==> config.mk <==
export PLATFORM = sky130hd
export DESIGN_NAME = pcs_tx_sequencer
export DESIGN_NICKNAME = d
export VERILOG_FILES = /design/src/rtl/pcs_tx_sequencer_pkg.sv /design/src/rtl/pcs_tx_sequencer.sv
export SDC_FILE = /design/constraint.sdc
export NUM_CORES = 1
export LEC_CHECK = 0
export CAP_MARGIN = 10
export CORE_MARGIN = 4
export CORE_UTILIZATION = 48
export CTS_CLUSTER_SIZE = 14
export DETAILED_ROUTE_END_ITERATION = 12
export PLACE_DENSITY_LB_ADDON = 0.25
export SKIP_LAST_GASP = 1
export SYNTH_ARGS = -nofsm -noshare
export SYNTH_HDL_FRONTEND = slang
export SYNTH_SLANG_ARGS = --single-unit
==> constraint.sdc <==
create_clock -name clk -period 1.84 [get_ports clk]
set_input_delay 0.276 -clock clk [delete_from_list [all_inputs] [get_ports clk]]
set_output_delay 0.276 -clock clk [all_outputs]
set_load 0.1 [all_outputs]
==> src/rtl/pcs_tx_sequencer_pkg.sv <==
// pcs_tx_sequencer_pkg
//   PCS code-group constants shared by the transmit, receive and sync blocks.
//   K values are the octets handed to the 8b/10b encoder with is_k=1,
//   D values with is_k=0.
package pcs_tx_sequencer_pkg;

  localparam logic [7:0] K28_5 = 8'hBC;  // comma, first half of an idle pair
  localparam logic [7:0] K27_7 = 8'hFB;  // /S/ start of packet
  localparam logic [7:0] K29_7 = 8'hFD;  // /T/ end of packet
  localparam logic [7:0] K23_7 = 8'hF7;  // /R/ carrier extend / pad
  localparam logic [7:0] K30_7 = 8'hFE;  // /V/ error propagation
  localparam logic [7:0] D5_6  = 8'hC5;  // /I1/ second half, flips disparity
  localparam logic [7:0] D16_2 = 8'h50;  // /I2/ second half, keeps disparity

endpackage

==> src/rtl/pcs_tx_sequencer.sv <==
// pcs_tx_sequencer
//   Transmit ordered-set controller. Samples the GMII byte stream each clock
//   and picks the next code-group for the 8b/10b encoder: idle pair, /S/,
//   data, /V/, or /T/R/(R). Keeps /S/ and K28.5 on even slots.
//
// Ports
//   clk, reset     clock, synchronous active-low reset
//   tx_en, tx_er   GMII transmit enable / error
//   txd[7:0]       GMII transmit data
//   rd_pos         encoder running disparity, 1 = positive
//   tx_code[7:0]   octet for the encoder
//   tx_is_k        tx_code is a K code-group
//   tx_even        tx_code occupies an even slot
//   transmitting   1 during START and DATA slots
module pcs_tx_sequencer
  import pcs_tx_sequencer_pkg::*;
#(
  parameter bit IDLE_I1_EN = 1'b1
) (
  input  logic       clk,
  input  logic       reset,
  input  logic       tx_en,
  input  logic       tx_er,
  input  logic [7:0] txd,
  input  logic       rd_pos,
  output logic [7:0] tx_code,
  output logic       tx_is_k,
  output logic       tx_even,
  output logic       transmitting
);

  // state holds the code-group currently on tx_code; every edge computes the
  // next state and registers that state's code-group alongside it.
  typedef enum logic [6:0] {
    IDLE_K = 7'b0000001,
    IDLE_D = 7'b0000010,
    START  = 7'b0000100,
    DATA   = 7'b0001000,
    END_T  = 7'b0010000,
    END_R  = 7'b0100000,
    END_R2 = 7'b1000000
  } state_t;

  state_t state;
  logic   i1_pend;  // first idle after a packet may use /I1/

  always_ff @(posedge clk) begin
    if (!reset) begin
      state        <= IDLE_K;
      tx_code      <= K28_5;
      tx_is_k      <= 1'b1;
      tx_even      <= 1'b1;
      transmitting <= 1'b0;
      i1_pend      <= 1'b0;
    end else begin
      tx_even      <= ~tx_even;
      transmitting <= 1'b0;
      case (state)
        IDLE_K: begin
          // rd_pos sampled now is the disparity seen during this K28.5
          state   <= IDLE_D;
          tx_code <= (i1_pend && rd_pos) ? D5_6 : D16_2;
          tx_is_k <= 1'b0;
          i1_pend <= 1'b0;
        end
        IDLE_D: begin
          if (tx_en) begin
            state        <= START;
            tx_code      <= K27_7;
            tx_is_k      <= 1'b1;
            transmitting <= 1'b1;
          end else begin
            state   <= IDLE_K;
            tx_code <= K28_5;
            tx_is_k <= 1'b1;
          end
        end
        START, DATA: begin
          // the byte sampled while entering START is dropped (preamble)
          if (tx_en) begin
            state        <= DATA;
            tx_code      <= tx_er ? K30_7 : txd;
            tx_is_k      <= tx_er;
            transmitting <= 1'b1;
          end else begin
            state   <= END_T;
            tx_code <= K29_7;
            tx_is_k <= 1'b1;
          end
        end
        END_T: begin
          state   <= END_R;
          tx_code <= K23_7;
          tx_is_k <= 1'b1;
          if (IDLE_I1_EN) i1_pend <= 1'b1;
        end
        END_R: begin
          // an /R/ on an even slot needs a second /R/ so K28.5 lands even
          if (tx_even) begin
            state   <= END_R2;
            tx_code <= K23_7;
            tx_is_k <= 1'b1;
          end else begin
            state   <= IDLE_K;
            tx_code <= K28_5;
            tx_is_k <= 1'b1;
          end
        end
        END_R2: begin
          state   <= IDLE_K;
          tx_code <= K28_5;
          tx_is_k <= 1'b1;
        end
        default: begin
          state   <= IDLE_K;
          tx_code <= K28_5;
          tx_is_k <= 1'b1;
        end
      endcase
    end
  end

endmodule

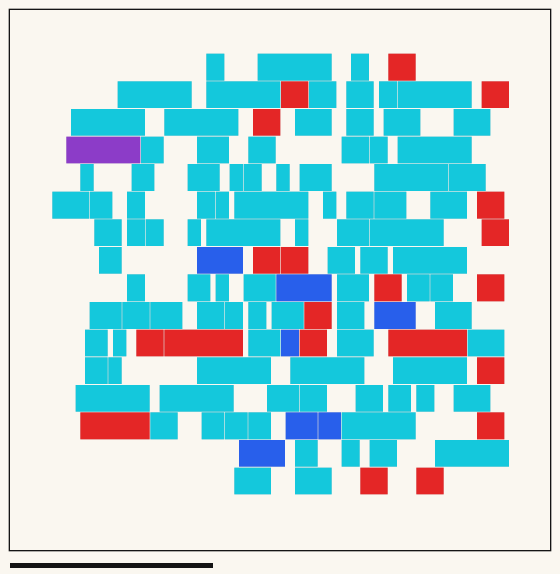
*Cell sizes after repair, run 1*
The bar under the picture is 20 um long.
[drive 6 and up] purple | cells: 1 | most used: buf_12
[drive 3 to 4] red | cells: 20 | most used: buf_4
[drive 2] blue | cells: 7
[drive 1 or less] cyan | cells: 97 | most used: dfxtp_1

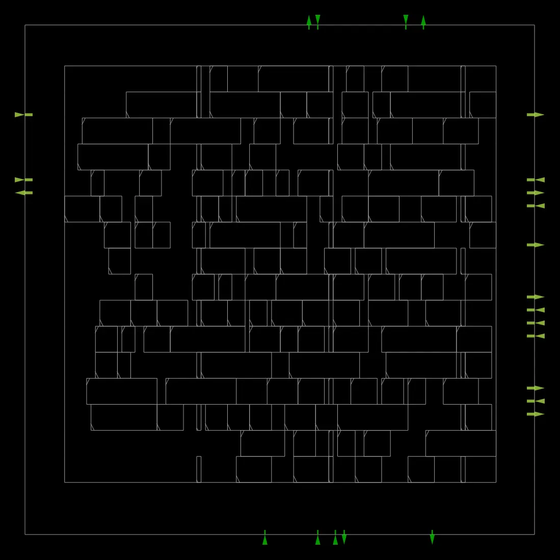
*Cell placement, run 1*
row count: 16
final cell count without fillers: 152
Core Util, Final: 62.9%
sequential fraction of total cell area: 30.8%
Fillers: 192

==> flow_metrics.env, run 1 <==
# implementation run metrics
export IMPL_run_status="completed"
export IMPL_overflow=0
export IMPL_reg2reg_depth=4
export IMPL_slew_viol_final=0
export IMPL_rsz0062_at_grt="false"
export IMPL_power_share_combinational_pct=38.2
export IMPL_drt_wl_total_mm=2.24
export IMPL_cpMaxStageDelayCell="dfxtp_1"
export IMPL_initCoreUtil_pct=50.1
export IMPL_dieWidth_um=53.2
export IMPL_power_clock_uw=207
export IMPL_worstPathArrival_ns=1.81
export IMPL_inverters=2
export IMPL_clock_fmax_mhz=610
export IMPL_dp_cells=148
export IMPL_synth_top_cell_area_share_pct=38.7
export IMPL_ys_top_cells_by_area="dfxtp_1, nand2b_1, xor2_1"
export IMPL_clockNetworkAreaShare_pct=2.23
export IMPL_ir_worst_vdd_mv=0.559
export IMPL_clk_pin_slew_ns=0.11
export IMPL_die_area_um2=2830
export IMPL_tap_cells=27
export IMPL_syn_inst=102
export IMPL_critical_path_class="flop to flop"
export IMPL_syn_cell_area_um2=982
export IMPL_placed_cell_area_um2=1210
export IMPL_ys_cells=102
export IMPL_grt_start_max_net_pins=16
export IMPL_ys_ff=19
export IMPL_ys_area_um2=982
export IMPL_port_buffers=23
export IMPL_clock_buffers=3
export IMPL_async_flop_share_pct=0
export IMPL_seq_power_uw=485
export IMPL_cts_resized=0
export IMPL_logic_area_um2=541
export IMPL_yosysSeqAreaShare_pct=38.7
export IMPL_skew_ns=0.00199
export IMPL_power_switching_uw=467
export IMPL_cp_end_kind="flop"
export IMPL_drc=0
export IMPL_warning_count=26
export IMPL_worst_path_stages=4
export IMPL_synth_distinct_cells=44
export IMPL_clock_root_buffer="clkbuf_4"
export IMPL_maxCapViolations=0
export IMPL_ff_type="dfxtp_1"
export IMPL_required_ns=2.01
export IMPL_ctsHtreeMaxLevel=1
export IMPL_setup_worst_path_start="state[4]"
export IMPL_nonClkBufAreaFrac_pct=19.9
export IMPL_clock_sinks=19
export IMPL_powerDensity_nw_per_um2=907
export IMPL_ant_nets=0
export IMPL_place_ws_ns=0.110
export IMPL_seq_power_share_pct=43.3
export IMPL_clkPwrFrac_pct=18.5
export IMPL_finalPower_uw=1120
export IMPL_period_needed_ns=1.64
export IMPL_edf_count=0
export IMPL_fin_ws_ns=0.202
export IMPL_first_pass_iters=4
export IMPL_setup_tns_ns=0
export IMPL_start_kind="flop"
export IMPL_whs_path_depth=1
export IMPL_routedWlPerCell_um=14.7
export IMPL_hold_path_class="flop to flop"
export IMPL_cp_max_fo=9
export IMPL_grt_pass1_vias=808
export IMPL_cts_made_buffers=3
export IMPL_ios=24
export IMPL_cp_num_buf_inv=0
export IMPL_p_leak_uw=0.000477
export IMPL_vias=849
export IMPL_crit_family="flip-flops"
export IMPL_setup_violations_final=0
export IMPL_slowest_delay_ns=0.58
export IMPL_dp_hpwl_mm=1.72
export IMPL_fin_crit_sh_pct=89.0
export IMPL_nets=139
export IMPL_yosys_cell_count_top_type="dfxtp_1"
export IMPL_grt_pass1_wl_mm=3.60
export IMPL_regArea_um2=380
export IMPL_comb_multi_input_count=73
export IMPL_cts_tree="built"
export IMPL_largest_area_cell="dfxtp_1"
export IMPL_area_delta_synth_final_pct=25.7
export IMPL_comb_share_pct=43.8
export IMPL_drt_iter0_drc=16
export IMPL_lay_top_cells="dfxtp_1, buf_4, clkdlybuf4s50_1"
export IMPL_core_area_um2=1960
export IMPL_buffers_excl_clock=27
export IMPL_grt_use_total_pct=17.5
export IMPL_dominant_cell_class="combinational gates"
export IMPL_internal_power_uw=653
export IMPL_grt_antenna_before_repair=0
export IMPL_reg2reg_to="tx_code[2]"
export IMPL_syn_avg_cell_area_um2=9.63
export IMPL_ctsHoldBuffers=0
export IMPL_fin_area_um2=1230
export IMPL_worstHoldStart="tx_even"
export IMPL_clk_path_buf_depth=2
export IMPL_hold_viol_final=0
export IMPL_flops=19
export IMPL_reg2reg_slack_ns=0.20
export IMPL_fp_nets=115
export IMPL_holdWs_ns=0.463
export IMPL_die_height_um=53.2
export IMPL_antenna_cells=0
export IMPL_vias_per_cell=5.59
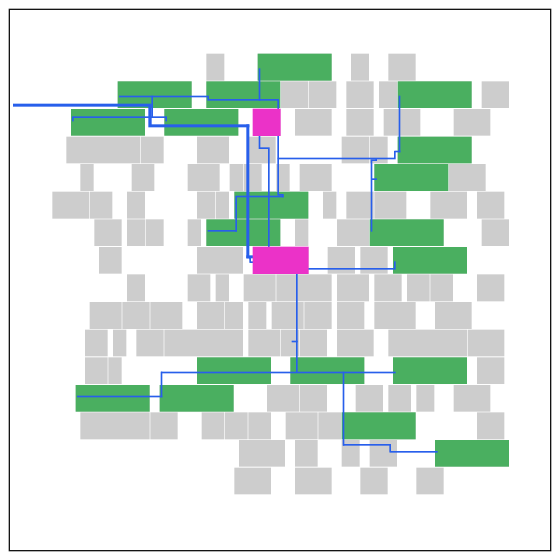
*Clock wires, drivers and flops, run 1*
[flip-flops] green | count: 19
[clock wires] blue | length: 205 um
[cells driving clock nets] magenta | count: 3
routed clock nets: 4

## run 1: layer usage
metal | global-route usage [%] | vias to the layer above | share of wire [%]
li1 | - | 418 | -
met3 | 2.82 | 2 | 7.8
met4 | 6.38 | 0 | 0.54
met1 | 22.1 | 400 | 43
met2 | 29.6 | 29 | 48
met5 | 0 | - | 0
## run 1: flip-flops by register name (all words and copies together), names as in the netlist
signal / flops
transmitting: 1
i1_pend: 1
tx_code: 8
state: 7
tx_is_k: 1
tx_even: 1
## run 1: cell families (layout without fill, tap and decap cells)
logic type / Yosys count / in the layout / share of synthesized area (%)
and+or+nand+nor: 41 / 41 / 26.8
AOI/OAI and AO/OA: 28 / 28 / 24.7
DFF: 19 / 19 / 38.7
buffers and inverters: 10 / 33 / 6.24
xor gates and xnor gates: 4 / 4 / 3.57
--- run 2 (diff from run 1) ---
==> constraint.sdc (replaced) <==
create_clock -name clk -period 1.84 [get_ports clk]
set_input_delay 0.276 -clock clk [delete_from_list [all_inputs] [get_ports clk]]
set_output_delay 0.276 -clock clk [all_outputs]
set_load 0.005 [all_outputs]
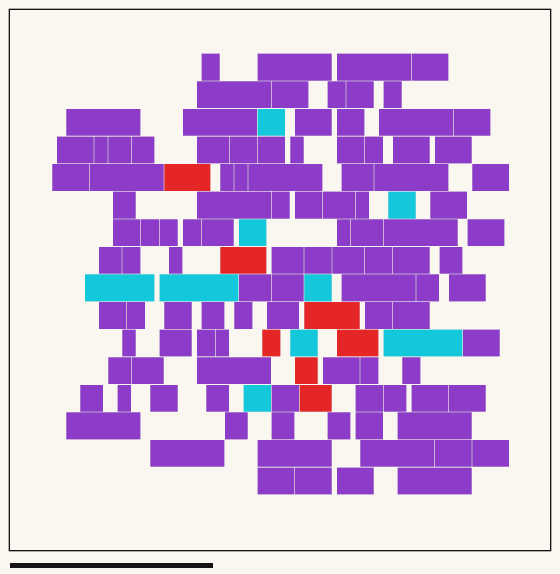
*Cell sizes after repair, run 2*
The bar under the picture is 20 um long.
[drive 3 to 4] cyan | cells: 9
[drive 2] red | cells: 7
[drive 1 or less] purple | cells: 108 | most used: clkdlybuf4s50_1

==> run 2 against run 1 <==
  * Clock power is essentially flat
  * Synthesized cell count is the same
  * Die area is the same
  * Critical endpoint unchanged
  * Highest routed layer unchanged
==> flow_metrics.env, run 2 <==
# implementation run metrics
export IMPL_grt_use_total_pct=17.5
export IMPL_cts_resized=0
export IMPL_clk_path_buf_depth=2
export IMPL_critical_path_class="flop to flop"
export IMPL_ctsHtreeMaxLevel=1
export IMPL_comb_share_pct=43.5
export IMPL_rows=16
export IMPL_logic_area_um2=541
export IMPL_power_switching_uw=259
export IMPL_syn_cell_area_um2=982
export IMPL_grt_start_max_net_pins=16
export IMPL_met3_length_um=196
export IMPL_ff_type="dfxtp_1"
export IMPL_first_pass_iters=4
export IMPL_logic_family="simple AND/OR/NAND/NOR gates"
export IMPL_largest_reg_flops=8
export IMPL_yosys_cell_count_top_type="dfxtp_1"
export IMPL_rsz0062_at_grt="false"
export IMPL_power_share_combinational_pct=24.9
export IMPL_fa_ha_area_share_pct=0
export IMPL_instances_no_fill=151
export IMPL_syn_avg_cell_area_um2=9.63
export IMPL_regArea_um2=380
export IMPL_setup_tns_ns=0
export IMPL_initCoreUtil_pct=50.1
export IMPL_busiest_layer="met2"
export IMPL_reg2reg_depth=4
export IMPL_cp_num_buf_inv=0
export IMPL_xor_share_pct=3.57
export IMPL_cp_max_fo=9
export IMPL_synth_top_cell_area_share_pct=38.7
export IMPL_reg2reg_slack_ns=0.21
export IMPL_nets=138
export IMPL_ir_worst_vdd_mv=0.486
export IMPL_antenna_cells=0
export IMPL_run_status="completed"
export IMPL_clk_pin_slew_ns=0.11
export IMPL_top_layer="met4"
export IMPL_cts_made_buffers=3
export IMPL_die_height_um=53.2
export IMPL_mux_share_pct=0
export IMPL_skew_ns=0.0101
export IMPL_cp_end_kind="flop"
export IMPL_worst_path_stages=4
export IMPL_seq_power_share_pct=52.5
export IMPL_tap_cells=27
export IMPL_grt_pass1_vias=846
export IMPL_route_met2_wl_mm=1.05
export IMPL_routedWlPerCell_um=14.3
export IMPL_slowest_delay_ns=0.59
export IMPL_maxCapViolations=0
export IMPL_routedLengthMet1_um=909
export IMPL_fin_area_um2=1240
export IMPL_edf_count=0
export IMPL_overflow=0
export IMPL_port_buffers=23
export IMPL_ant_nets=0
export IMPL_grtUsageMet3_pct=4.23
export IMPL_clockNetworkAreaShare_pct=2.22
export IMPL_powerDensity_nw_per_um2=739
export IMPL_placed_cell_area_um2=1210
export IMPL_fin_ws_ns=0.206
export IMPL_grt_antenna_before_repair=0
export IMPL_dp_cells=147
export IMPL_inverters=2
export IMPL_fin_crit_sh_pct=88.8
export IMPL_period_needed_ns=1.63
export IMPL_clock_buffers=3
export IMPL_fp_nets=115
export IMPL_regMostFlops="tx_code"
export IMPL_die_area_um2=2830
export IMPL_holdWs_ns=0.428
export IMPL_clock_sinks=19
export IMPL_warning_count=26
export IMPL_setup_violations_final=0
export IMPL_comb_multi_input_count=73
export IMPL_clock_fmax_mhz=612
export IMPL_vias_per_cell=5.46
export IMPL_finalPower_uw=918
export IMPL_whs_path_depth=1
export IMPL_yosysSeqAreaShare_pct=38.7
export IMPL_drt_wl_total_mm=2.16
export IMPL_drt_iter0_drc=13
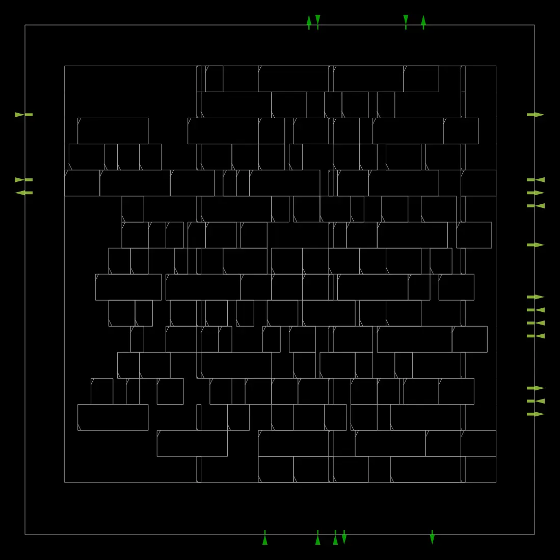
*Cell placement, run 2*
Seq cells: 19
Fillers: 191
Core ar.: 1960 um^2

## run 2: cell counts after synthesis
No cell type changed its count.
## run 2: power by group through the flow
stage	combinational, uW	clock [uW]	sequential (uW)
2_1_floorplan	129	0	477
3_3_place_gp	227	0	491
3_5_place_dp	228	0	492
4_1_cts	229	217	482
5_1_grt	252	233	488
6_report	228	208	482
## run 2: final timing paths
check	start	endpoint
worst max-delay path	state[4]	tx_code[2]
worst min-delay path	tx_even	tx_even
worst max register to register	state[4]	tx_code[2]
worst min register to register	tx_even	tx_even
## run 2: worst reg2reg max path, stage by stage, from the launching register on
cell      delay (ns)
dfxtp_1         0.59
nor4_4          0.11
and3b_1         0.30
a221oi_2        0.38
o211ai_1        0.14
--- run 3 (diff from run 2) ---
==> constraint.sdc (replaced) <==
create_clock -name clk -period 1.8 [get_ports clk]
set_input_delay 0.27 -clock clk [delete_from_list [all_inputs] [get_ports clk]]
set_output_delay 0.27 -clock clk [all_outputs]
set_load 0.005 [all_outputs]
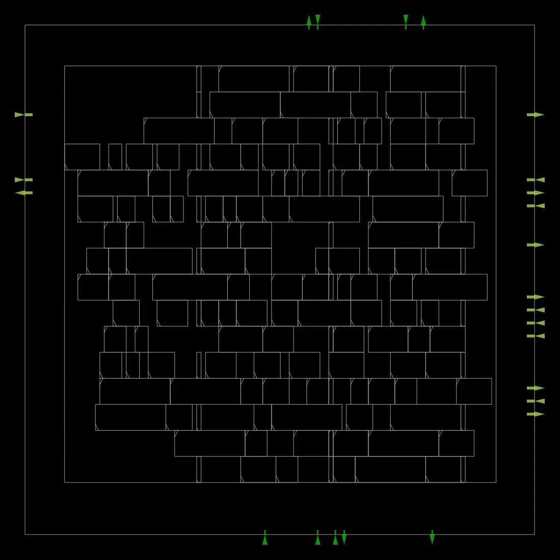
*Cell placement, run 3*
final cell count without fillers: 154
Fillers: 181
tap cells: 27
Core Util, Final: 64.5%

==> run 3 against run 2 <==
  * Register-to-register slack about the same
  * Area after synthesis stayed put
  * Global-route usage rose by 0.54 points
  * Maximum frequency increased by 2.1%
  * Count of clock-buffer cells in the layout did not move
  * Largest cell class unchanged
==> flow_metrics.env, run 3 <==
# implementation run metrics
export IMPL_run_status="completed"
export IMPL_inverters=2
export IMPL_slowest_delay_ns=0.53
export IMPL_yosys_cell_count_top_type="dfxtp_1"
export IMPL_ant_nets=0
export IMPL_edf_count=0
export IMPL_rows=16
export IMPL_ys_cells=102
export IMPL_dieWidth_um=53.2
export IMPL_grt_pass1_wl_mm=3.77
export IMPL_die_height_um=53.2
export IMPL_first_pass_iters=4
export IMPL_fp_nets=115
export IMPL_die_area_um2=2830
export IMPL_initCoreUtil_pct=50.1
export IMPL_buffers_excl_clock=29
export IMPL_ios=24
export IMPL_clockNetworkAreaShare_pct=2.18
export IMPL_critical_path_class="flop to flop"
export IMPL_regMostFlops="tx_code"
export IMPL_seq_share_pct=30.1
export IMPL_cts_made_buffers=3
export IMPL_met3_length_um=136
export IMPL_yosysSeqAreaShare_pct=38.7
export IMPL_routedLengthMet1_um=940
export IMPL_syn_inst=102
export IMPL_holdWs_ns=0.429
export IMPL_ctsHoldBuffers=0
export IMPL_setup_tns_ns=0
export IMPL_ys_ff=19
export IMPL_gr_usage_met2_pct=30.2
export IMPL_vias_per_cell=5.49
export IMPL_largest_area_cell="dfxtp_1"
export IMPL_nonClkBufAreaFrac_pct=21.8
export IMPL_port_buffers=23
export IMPL_ys_area_um2=982
export IMPL_regArea_um2=380
export IMPL_overflow=0
export IMPL_placed_cell_area_um2=1240
export IMPL_ir_worst_vdd_mv=0.469
export IMPL_clock_root_buffer="clkbuf_4"
export IMPL_cp_max_fo=9
export IMPL_lay_top_cells="clkdlybuf4s50_1, dfxtp_1, nand2b_1"
export IMPL_skew_ns=0.00650
export IMPL_fin_ws_ns=0.200
export IMPL_cts_tree="built"
export IMPL_route_met2_wl_mm=1.06
export IMPL_nets=141
export IMPL_hold_path_class="flop to flop"
export IMPL_powerDensity_nw_per_um2=743
export IMPL_ys_top_cells_by_area="dfxtp_1, nand2b_1, xor2_1"
export IMPL_cts_resized=0
export IMPL_clock_sinks=19
export IMPL_core_area_um2=1960
export IMPL_required_ns=1.98
export IMPL_start_kind="flop"
export IMPL_synth_top_cell_area_share_pct=38.7
export IMPL_grt_pass1_vias=841
export IMPL_top_layer="met4"
export IMPL_rsz0062_at_grt="false"
export IMPL_cp_end_kind="flop"
export IMPL_ff_type="dfxtp_1"
export IMPL_clk_pin_slew_ns=0.11
export IMPL_grt_start_max_net_pins=12
export IMPL_global_route_usage_met1_pct=23.0
export IMPL_drc=0
export IMPL_grtUsageMet3_pct=3.10
export IMPL_grt_antenna_before_repair=0
export IMPL_dominant_cell_class="combinational gates"
export IMPL_largest_reg_flops=8
export IMPL_cp_num_buf_inv=0
export IMPL_cpMaxStageDelayCell="dfxtp_1"
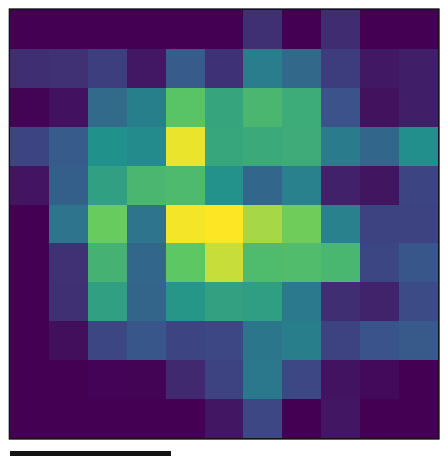
*Wiring heat map, run 3*
The bar under the picture is 20 um long. The die is cut into 11 by 11 equal tiles; dark purple is low, yellow is high, scaled to the fullest tile. Values are wire area over tile area, all layers added.
emptiest ninth of the die: south-west
tiles over half the peak: 22%
mean over tiles: 0.12
nearly empty tiles: 22%
densest ninth of the die: centre
WL final: 2.14 mm
via count: 846
global-route usage over all layers: 18.1%
drt wl/cell: 13.9 um

[run 3: path summary, 6_finish.rpt]
| check | from | end | cells after the start |
|---|---|---|---|
| worst max-delay path | state[2] | tx_code[2] | 4 |
| worst min-delay path | tx_even | tx_even | 1 |
| worst max register to register | state[2] | tx_code[2] | 4 |
| worst min register to register | tx_even | tx_even | 1 |
[run 3: cell families after synthesis]
logic type             synth area share (%)
AND-OR/OR-AND                          24.7
XOR/XNOR                               3.57
AND/OR/NAND/NOR                        26.8
flip-flops                             38.7
buffers and inverters                  6.24
[run 3: report_power, final]
group | switching [uW] | leakage [uW] | internal, uW | total, uW
Sequential | 32.1 | 0.000156 | 457 | 489
Combinational | 106 | 0.000297 | 140 | 246
Clock | 122 | 0.0000177 | 82.5 | 205
Total | 260 | 0.000471 | 680 | 940

==> layout pictures side by side <==
Sequential cells coloured by netlist name.
panel A
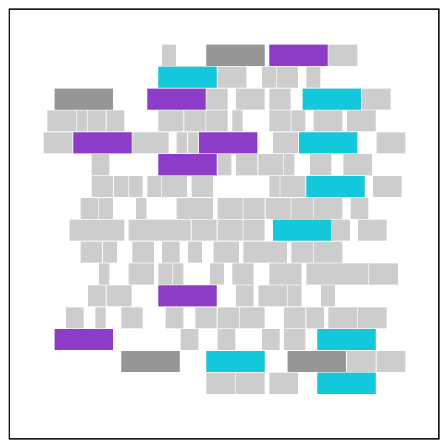
panel B
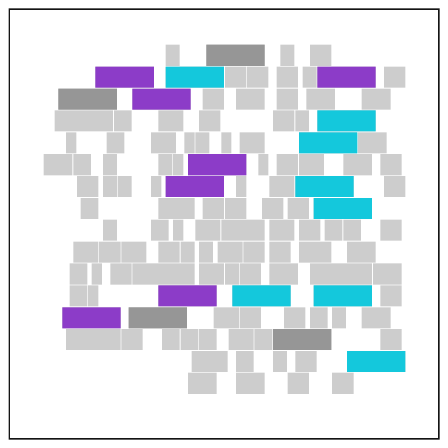
panel C
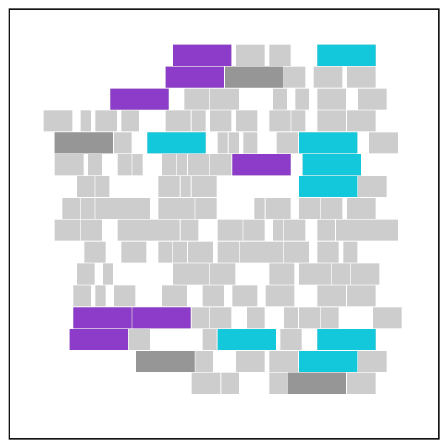
| picture | from |
|---|---|
| panel B | run 1 |
| panel C | run 3 |
| panel A | run 2 |

Key to panel A:
[state] purple | placed flops: 7
[tx_code] cyan | placed flops: 8

Power is estimated from default activity; no workload was simulated.
